File: src/rtl/lfsr.sv
// Fibonacci XNOR LFSR, NUM_BITS 3..32, with seed load and return-to-seed flag.
// Define LFSR_DONE_REG_EN to register o_LFSR_Done instead of driving it combinationally.
module lfsr #(
  parameter int NUM_BITS = 4
) (
  input  logic                i_Clk,
  input  logic                i_Rst_L,
  input  logic                i_Enable,
  input  logic                i_Seed_DV,
  input  logic [NUM_BITS-1:0] i_Seed_Data,
  output logic [NUM_BITS-1:0] o_LFSR_Data,
  output logic                o_LFSR_Done
);

  if (NUM_BITS < 3 || NUM_BITS > 32) begin : g_bad_width
    $error("lfsr: NUM_BITS must lie in 3..32");
  end

  // One-hot mask for a 1-indexed tap position.
  function automatic logic [31:0] tap(input int unsigned k);
    return 32'h1 << (k - 1);
  endfunction

  function automatic logic [31:0] tap_mask(input int unsigned n);
    logic [31:0] m;
    m = '0;
    case (n)
      3:  m = tap(3)  | tap(2);
      4:  m = tap(4)  | tap(3);
      5:  m = tap(5)  | tap(3);
      6:  m = tap(6)  | tap(5);
      7:  m = tap(7)  | tap(6);
      8:  m = tap(8)  | tap(6)  | tap(5)  | tap(4);
      9:  m = tap(9)  | tap(5);
      10: m = tap(10) | tap(7);
      11: m = tap(11) | tap(9);
      12: m = tap(12) | tap(6)  | tap(4)  | tap(1);
      13: m = tap(13) | tap(4)  | tap(3)  | tap(1);
      14: m = tap(14) | tap(5)  | tap(3)  | tap(1);
      15: m = tap(15) | tap(14);
      16: m = tap(16) | tap(15) | tap(13) | tap(4);
      17: m = tap(17) | tap(14);
      18: m = tap(18) | tap(11);
      19: m = tap(19) | tap(6)  | tap(2)  | tap(1);
      20: m = tap(20) | tap(17);
      21: m = tap(21) | tap(19);
      22: m = tap(22) | tap(21);
      23: m = tap(23) | tap(18);
      24: m = tap(24) | tap(23) | tap(22) | tap(17);
      25: m = tap(25) | tap(22);
      26: m = tap(26) | tap(6)  | tap(2)  | tap(1);
      27: m = tap(27) | tap(5)  | tap(2)  | tap(1);
      28: m = tap(28) | tap(25);
      29: m = tap(29) | tap(27);
      30: m = tap(30) | tap(6)  | tap(4)  | tap(1);
      31: m = tap(31) | tap(28);
      32: m = tap(32) | tap(22) | tap(2)  | tap(1);
      default: m = '0;
    endcase
    return m;
  endfunction

  localparam logic [31:0]         TapsAll = tap_mask(NUM_BITS);
  localparam logic [NUM_BITS-1:0] TapMask = TapsAll[NUM_BITS-1:0];

  logic [NUM_BITS-1:0] lfsr_q, lfsr_d;
  logic                feedback;
  logic                match;

  // A chain of XNORs over the taps reduces to an inverted parity, so the
  // all-zeros state feeds back a 1 and all-ones is the only self-loop.
  assign feedback = ~(^(lfsr_q & TapMask));

  // NOTE: every variable written here gets a default first, so no path
  // leaves it unassigned and no latch is inferred.
  always_comb begin
    lfsr_d = lfsr_q;
    if (i_Enable) begin
      if (i_Seed_DV) lfsr_d = i_Seed_Data;
      else           lfsr_d = {lfsr_q[NUM_BITS-2:0], feedback};
    end
  end

  // NOTE: state registers use non-blocking assignments so every flop samples
  // pre-edge values regardless of process ordering.
  always_ff @(posedge i_Clk or negedge i_Rst_L) begin
    if (!i_Rst_L) lfsr_q <= '0;
    else          lfsr_q <= lfsr_d;
  end

  assign match       = (lfsr_q == i_Seed_Data);
  assign o_LFSR_Data = lfsr_q;

`ifdef LFSR_DONE_REG_EN
  logic done_q, done_d;

  always_comb begin
    done_d = done_q;
    if (i_Enable) done_d = match;
  end

  always_ff @(posedge i_Clk or negedge i_Rst_L) begin
    if (!i_Rst_L) done_q <= 1'b0;
    else          done_q <= done_d;
  end

  assign o_LFSR_Done = done_q;
`else
  assign o_LFSR_Done = match;
`endif

endmodule

File: config.mk
export PLATFORM = sky130hd
export DESIGN_NAME = lfsr
export DESIGN_NICKNAME = d
export VERILOG_FILES = /design/src/rtl/lfsr.sv
export SDC_FILE = /design/constraint.sdc
export NUM_CORES = 1
export LEC_CHECK = 0
export ABC_AREA = 0
export CORE_AREA = 2 2 39 41
export CTS_CLUSTER_DIAMETER = 80
export CTS_CLUSTER_SIZE = 30
export DETAILED_ROUTE_END_ITERATION = 8
export DIE_AREA = 0 0 41 43
export HOLD_SLACK_MARGIN = 0.12
export PLACE_DENSITY = 0.53
export SLEW_MARGIN = 20
export SYNTH_ARGS = -nofsm -noshare
export SYNTH_HDL_FRONTEND = slang
export SYNTH_SLANG_ARGS = --single-unit
File: constraint.sdc
create_clock -name i_Clk -period 1.7 [get_ports i_Clk]
set_clock_uncertainty 0.05 [all_clocks]
set_input_delay 0.34 -clock i_Clk [delete_from_list [all_inputs] [get_ports i_Clk]]
set_output_delay 0.34 -clock i_Clk [all_outputs]
set_load 0.05 [all_outputs]
Routing congestion map:
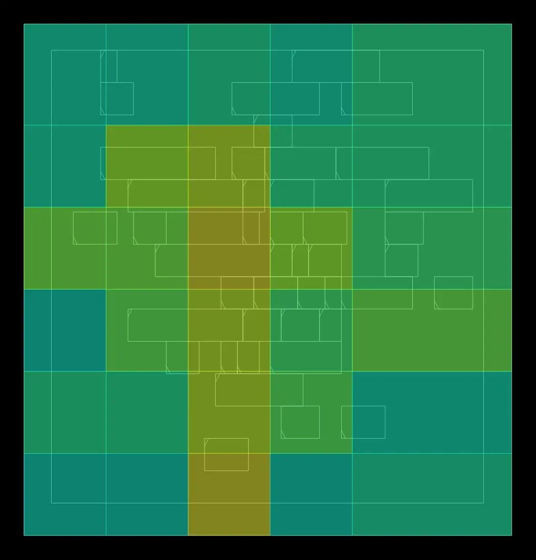
met3 Use GR: 0.0157
Avg WL per Cell: 9.31 um

Clock wires, drivers and flops:
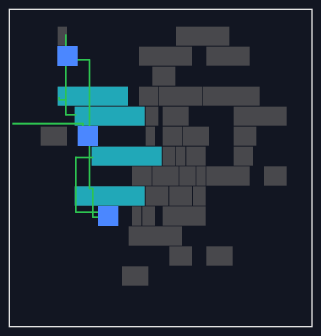
legend:
  flip-flops:
    color: cyan
    count: 4
  cells driving clock nets:
    color: blue
    count: 3
  clock wires:
    color: green
    length: 66.1 um
routed clock nets: 4
clk ins delay skew pair: 0.23 ns
Clock Power: 0.127 mW
Clock Power Share: 0.262

Cell sizes after repair:
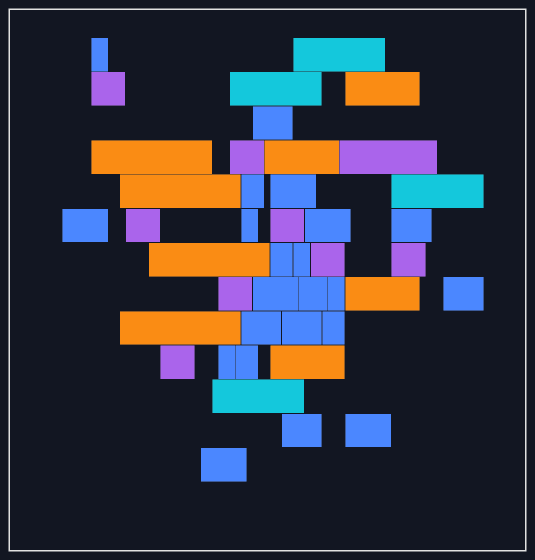
legend:
  drive 2:
    color: orange
    cells: 8
  drive 6 and up:
    color: cyan
    cells: 4
  drive 3 to 4:
    color: purple
    cells: 9
  drive 1 or less:
    color: blue
    cells: 22
fin area: 509 um2
Area growth syn-to-layout: 107%
slack of the critical path: 0.0139 ns

Supply network:
Pins as bars on the die edge. Tap cells in gray.
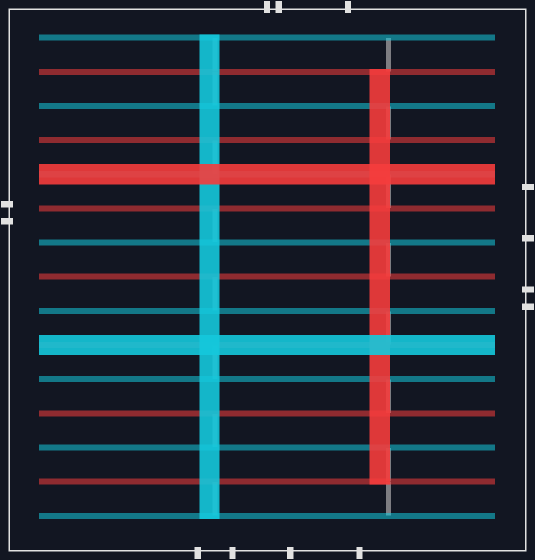
legend:
  VDD:
    color: red
  VSS:
    color: cyan
met5 straps: 2
tap cells: 16
met4 straps: 2
met1 rails: 15
worst IR drop on VDD: 0.348 mV
die outline height: 43 um
die width: 41 um
core footprint: 0.00138 mm2

==> results_dict.tcl <==
# flow metrics
set metrics [dict create \
    drc 0 \
    endpoint "o_LFSR_Done" \
    comb.multi_input.count 18 \
    post-route-util 0.368 \
    postCtsHoldBufs 0 \
    crit_path_cell_trace "xor2_2, nor4_4, buf_12" \
    ys_ff 4 \
    lay_top_count "buf_4" \
    buf_share 0.359 \
    grt_usage 0.0810 \
    fin_nets 52 \
    switching_share 0.359 \
    synthAoiAreaFrac 0.0964 \
    pre_cts_ws_ns -0.195 \
    worstPathRequired_ns 1.31 \
    instances_no_fill 59 \
    startpoint "o_LFSR_Data[2]$_DFFE_PN0P_" \
    logic_family "XOR/XNOR gates" \
    grt_pass1_wl_um 931 \
    synth.area.top_cells "dfrtp_1 (41%), xor2_1 (18%), mux2i_1 (12%)" \
    yosysUniqueCellTypes 12 \
    drt_iter0_drc 0 \
    worstPathMaxFanout 2 \
    sh_seq_area 0.206 \
    synthCells 25 \
    clock_tree_area_fraction 0.0516 \
    crit_slowest_cell "dfrtp_2" \
    clk_pin_slew_ns 0.04 \
    cts_setup_buffers 3 \
    synth.top_cell.area_share 0.406 \
    root_buffer "clkbuf_4" \
    p_switching_mw 0.174 \
    powerComb_mw 0.230 \
    fmax_ghz 0.593 \
    clkbuf_count 4 \
    inv_count 1 \
    post_drt_via_cell_ratio 3.88 \
    drive_gt1_frac 0.488 \
    logic_area_um2 171 \
    syn_area_per_cell_um2 9.86 \
    synth_top_cell_by_count "xor2_1" \
    flop-count 4 \
    worstMarginPinSlew_ns 0.279 \
    initCoreUtil 0.178 \
    max-cap-violations 0 \
    status "complete, no violations" \
    first_global_vias 234 \
    ys_sh_mux 0.122 \
    slowest_delay_ns 0.41 \
    ys_cells 25 \
    simple_gate_share 0.142 \
    finalHoldViolCount 0 \
    routed_wl_um 549 \
    cp_data_arrival_time_ns 1.30 \
    io_pins 13 \
    pg_seq_mw 0.127 \
    diodes 0 \
    n_all_buffers 16 \
    rsz0062_at_grt "true" \
    grt_max_degree 10 \
    cts_tree "done" \
    slew_headroom 0.814 \
    clock_sinks 4 \
    seq_area_um2 105 \
    fill_cells 140 \
    io_buffers 12 \
    power.density_mw_per_mm2 951 \
    syn_area_um2 246 \
    intPower_mw 0.310 \
    post_cts_resized 8 \
    reg2reg_to "o_LFSR_Data[0]$_DFFE_PN0P_" \
    setup_violations 0 \
    power_leader "combinational logic" \
    start_kind "flip-flop" \
]
[routing by layer]
| layer | wire length, um | part of all wire | GRT usage | vias to the layer above |
|---|---|---|---|---|
| met3 | 32 | 0.058 | 0.0157 | 0 |
| met2 | 318 | 0.58 | 0.125 | 6 |
| met1 | 198 | 0.36 | 0.0924 | 105 |
| met4 | 0 | 0 | 0.0600 | 0 |
| met5 | 0 | 0 | 0 | - |
| li1 | - | - | - | 118 |
[worst max-delay path: cells and delay by family, from the launching register on]
family / cells / cell delay [ns]
buffers and inverters: 1 / 0.18
and+or+nand+nor: 1 / 0.32
DFF: 1 / 0.41
xor gates and xnor gates: 1 / 0.16
Power figures rest on the tool's default switching activity, not on a simulated workload.
